Design block_sync, sky130hd; sources not shown.
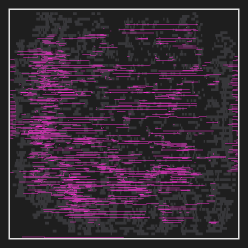
Fig. 1. Signal wires on met3 (run 1).
Drawn at 1 px/um.
- longest straight run: 157 um
- wire length on this layer: 9870 um
- main direction: horizontal
- share of all routed wire: 9.7%
- nets with wire on the layer: 547
met3 Use GR: 0.0865
routed via count: 18600
drt total wl: 102 mm

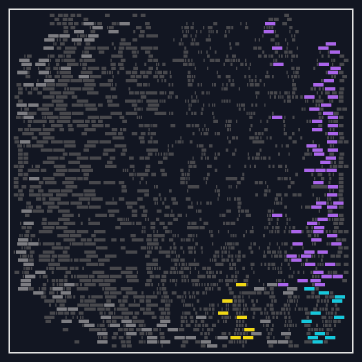
Fig. 2. Sequential cells colored by netlist name (run 1).
Drawn at 1.5 px/um. Other sequential cells in the stronger gray, the rest of the logic in the fainter gray.
- purple: `o_data` (sequential cells 66)
- yellow: `sh_cnt_q` (sequential cells 7)
- cyan: `win_cnt_q` (sequential cells 11; where bottom right)
- not colored: 83
Util after Layout: 0.404
flip-flop and latch area: 3340 um^2
flop share of the area: 0.166

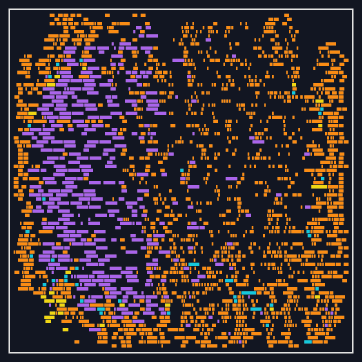
Fig. 3. Drive-strength map (run 1).
Drawn at 1.5 px/um.
- purple: _2 cells (cells 363)
- yellow: _6 and larger (cells 24)
- orange: _0 and _1 cells (cells 1614)
- cyan: _3 and _4 cells (cells 36)
Signal buffers: 331
post-route cell area: 20100 um^2
P&R area growth vs syn: 14.7%
fin worst setup slack: 0.379 ns

==> job_summary.md, run 1 <==
## Implementation flow summary

| Metric | Value |
|---|---|
| Logic pwr share | 0.366 |
| Dpl hpwl | 83.0 mm |
| Clock power frac | 0.239 |
| Gr usage total | 0.388 |
| #FFs+latches synth | 167 |
| Final setup fails | 0 |
| CP endpoint kind | register |
| XOR-XNOR Cells, Area Fraction | 0.00648 |
| Setup TNS Final | 0 ns |
| Tap cells | 672 |
| Status | finished clean |
| Post-CTS setup buffer count | 0 |
| Cell Area, Placed | 19800 um^2 |
| Crit path top cell by count | buf_2 |
| Slew headroom | 0.173 |
| Root buf cell | clkbuf_4 |
| RePlAce Congestion | between 1 and 1.5 |
| Place WS | -0.292 ns |
| Max Cap Viol | 0 |
| Placed instance count | between 2000 and 3000 |
| Core area | 49900 um^2 |
| Crit path depth | 28 |
| Required @ worst endpoint | 9.39 ns |
| Final Slew Violations | 0 |
| H-tree lvl count | 4 |
| Critical path's slowest cell | mux2i_1 |
| Clk buf depth | 2 |
| Seq pwr share | 0.395 |
| Post-CTS resize count | 0 |
| PwrDens | about 110 nW/um^2 |
| Worst Setup Start Kind | register |
| DR WL/cell | about 38 um |
| Router iterations before antenna repair | 6 |
| Fraction of area in multi-input gates | 0.659 |
| Die Y | 228 um |
| Distinct cells, synth | about 76 |
| CTS tree | built |
| Site Rows | roughly 80 |
| Clock buffers | 18 |
| Synthesized area per cell | about 9.4 um^2 |
| Pin count of the biggest net entering global routing | 20 |
| Lkg Pwr | 7.44 nW |
| Yosys Instances | 1865 |
| Gate Area | approximately 13000 um^2 |
| Chip Area, Yosys | between 15000 and 20000 um^2 |
-- run 1: metal layers --
layer	vias to the layer above	share of wire	track usage
li1	7549	-	-
met1	9178	0.39	0.491
met2	1507	0.44	0.614
met3	355	0.097	0.0865
met4	2	0.070	0.216
met5	-	0.00013	0
-- run 1: worst min-delay path, cell delays in order, from the launching register on --
cell and delay [ns]:
dfxtp_1 0.34, nand2_1 0.05, a21oi_1 0.05
-- run 1: synthesized netlist by cell type (22+ instances only) --
library cell	instances
clkbuf_1	101
mux2i_1	206
nor2_1	210
mux2_2	96
a21oi_1	91
a31oi_1	23
a211oi_1	22
buf_2	41
buf_1	27
o21ai_0	125
o211ai_1	32
mux4_2	207
nand2_1	189
nor3_1	29
nand3_1	30
dfxtp_1	167
==> run 2, diff against run 1 <==
--- a/config.mk
+++ b/config.mk
@@ -11,6 +11,7 @@
 export CTS_BUF_LIST = sky130_fd_sc_hd__clkbuf_4
 export DETAILED_ROUTE_END_ITERATION = 6
 export GPL_TIMING_DRIVEN = 0
+export PLACE_DENSITY = 0.62
 export RECOVER_POWER = 50
 export SLEW_MARGIN = 20
 export SYNTH_ARGS = -nofsm -noshare
==> job_summary.md, run 2 <==
## Implementation flow summary

| Metric | Value |
|---|---|
| Status | finished clean (unchanged) |
| Routed via count | 18700 (was 18600) |
| Setup TNS Final | 0 ns (unchanged) |
| Dpl hpwl | 83.1 mm (was 83.0 mm) |
| Pin count of the biggest net entering global routing | 20 (unchanged) |
| Fraction of area in multi-input gates | 0.660 (was 0.659) |
| Die Y | 228 um (unchanged) |
| Tap cells | 672 (unchanged) |
| Slew headroom | 0.208 (was 0.173) |
| CP endpoint kind | register (unchanged) |
| Place WS | -0.389 ns (was -0.292 ns) |
| Grt met2 use | 0.604 (was 0.614) |
| Clock buffers | 18 (unchanged) |
| Count leader, synth | nor2_1 (unchanged) |
| Seq pwr share | 0.399 (was 0.395) |
| DR WL/cell | 37.7 um (about the same) |
| Logic pwr share | 0.374 (was 0.366) |
| Worst Setup Start Kind | register (unchanged) |
| Gate Area | 13300 um^2 (about the same) |
| #FFs+latches synth | 167 (unchanged) |
| Placed instance count | 2679 (unchanged) |
| H-tree lvl count | 4 (unchanged) |
| Signal buffers | 331 (unchanged) |
## run 2: cell counts after synthesis
No cell type changed its count.
## run 2: logic make-up (layout without fill, tap and decap cells)
family / after synthesis / count (layout) / synth area share
fa+ha+maj: 8 / 8 / 0.00570
xor+xnor: 10 / 10 / 0.00648
buf+inv: 201 / 372 / 0.0546
simple gates: 535 / 535 / 0.131
compound gates: 428 / 428 / 0.159
flops: 167 / 167 / 0.190
mux: 516 / 516 / 0.453
other cells: 0 / 4 / 0
## run 2: power groups by stage
stage / sequential [mW] / combinational [mW] / clock (mW)
after CTS: 0.835 / 0.761 / 0.491
after detailed placement: 0.851 / 0.757 / 0
after global placement: 0.850 / 0.758 / 0
final: 0.839 / 0.786 / 0.478
after global routing: 0.840 / 0.806 / 0.512
after floorplan: 0.829 / 0.426 / 0
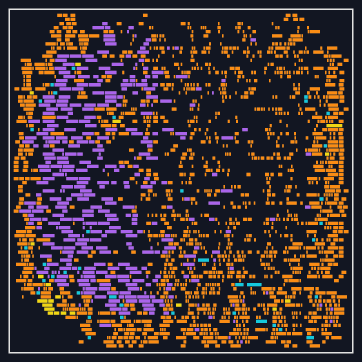
Fig. 4. Drive-strength map (run 2).
Drawn at 1.5 px/um.
- yellow: _6 and larger (cells 20)
- orange: _0 and _1 cells (cells 1615)
- purple: _2 cells (cells 363)
- cyan: _3 and _4 cells (cells 38)
P&R area growth vs syn: 14.5%
fin worst setup slack: 0.435 ns
post-route cell area: 20100 um^2

==> run 3, diff against run 2 <==
--- a/config.mk
+++ b/config.mk
@@ -5,6 +5,7 @@
 export SDC_FILE = /design/constraint.sdc
 export NUM_CORES = 1
 export LEC_CHECK = 0
+export ABC_AREA = 1
 export CAP_MARGIN = 20
 export CORE_MARGIN = 2
 export CORE_UTILIZATION = 35
==> job_summary.md, run 3 <==
## Implementation flow summary

| Metric | Value |
|---|---|
| Metal-1 WL | 44.2 mm (was 39.9 mm) |
| #FFs+latches synth | 167 (unchanged) |
| Dpl hpwl | 97.4 mm (was 83.1 mm) |
| Sequential group power | 826 uW (was 839 uW) |
| Util after Layout | 0.406 (was 0.403) |
| Clk buf depth | 2 (unchanged) |
| Top power group | combinational cells (was sequential cells) |
| PwrDens | 131 nW/um^2 (was 105 nW/um^2) |
| Adder-cell share of the synthesized area | 0.00615 (was 0.00570) |
| Clock power frac | 0.211 (was 0.227) |
| Synthesized area per cell | 5.75 um^2 (was 9.42 um^2) |
| RePlAce Congestion | 1.20 (was 1.03) |
| Yosys Instances | 2833 (was 1865) |
| Grt met1 use | 0.578 (was 0.490) |
| DRC | 85 (was 0) |
| CP endpoint kind | register (unchanged) |
| Final Slew Violations | 0 (unchanged) |
| CTS tree | built (unchanged) |
| Routed via count | 23500 (was 18700) |
| DR WL/cell | 33.1 um (was 37.7 um) |
| Worst Setup Start Kind | register (unchanged) |
| Status | finished, violations left (was finished clean) |
| Drt total wl | 120 mm (was 102 mm) |
| Gr usage total | 0.490 (was 0.389) |
| Critical path's slowest cell | buf_1 (was buf_2) |
| Pin count of the biggest net entering global routing | 17 (was 20) |
| Violated checks | DRC |
| H-tree lvl count | 4 (unchanged) |
| Met3 Use GR | 0.190 (was 0.0939) |
| Lkg Pwr | 7.96 nW (was 7.42 nW) |
| GRT busiest layer | met2 (unchanged) |
## run 3: per-stage QoR
stage | setup slack (ns) | cell area, um^2 | hold slack [ns]
after floorplan | 4.05 | 16300 | 0.235
after global placement | 2.34 | 18500 | 0.253
after detailed placement | 2.29 | 18500 | 0.271
after CTS | 2.22 | 18800 | 0.293
after global routing | 1.35 | 18800 | 0.326
final | 1.76 | 18800 | 0.289
## run 3: area by class of cell
cell class                      instances  area [um^2]
Timing Repair Buffer                  142         1420
Inverter                               77          294
Multi-Input combinational cell       2360        11500
Buffer                                229         1120
Sequential cell                       167         3340
Clock inverter                         14          169
Antenna cell                            6         15.0
Tap cell                              607          759
Clock buffer                           17          128
Fill cell                            5145        27500
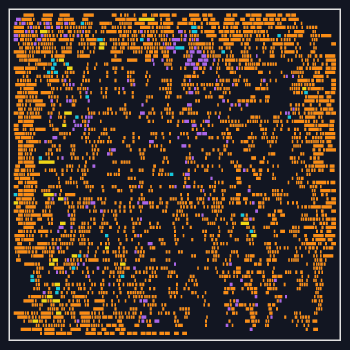
Fig. 5. Drive-strength map (run 3).
Drawn at 1.5 px/um.
- yellow: _6 and larger (cells 27)
- cyan: _3 and _4 cells (cells 31)
- orange: _0 and _1 cells (cells 2773)
- purple: _2 cells (cells 175)
post-route cell area: 18800 um^2
fin worst setup slack: 1.76 ns
Signal buffers: 371
P&R area growth vs syn: 15.3%


==> notes/layouts.md <==
Pictures saved along the way, in no particular order.

Cells colored by class.
Drawn at 2 px/um.
image #1
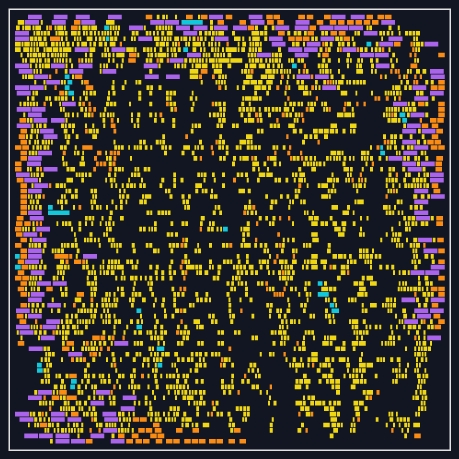
image #2
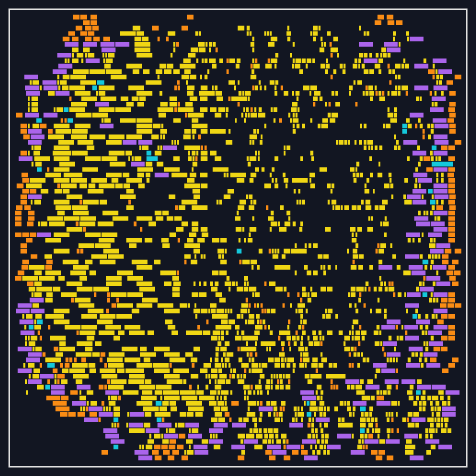
run 2 -> image #2
run 3 -> image #1

Power is estimated from default activity; no workload was simulated.
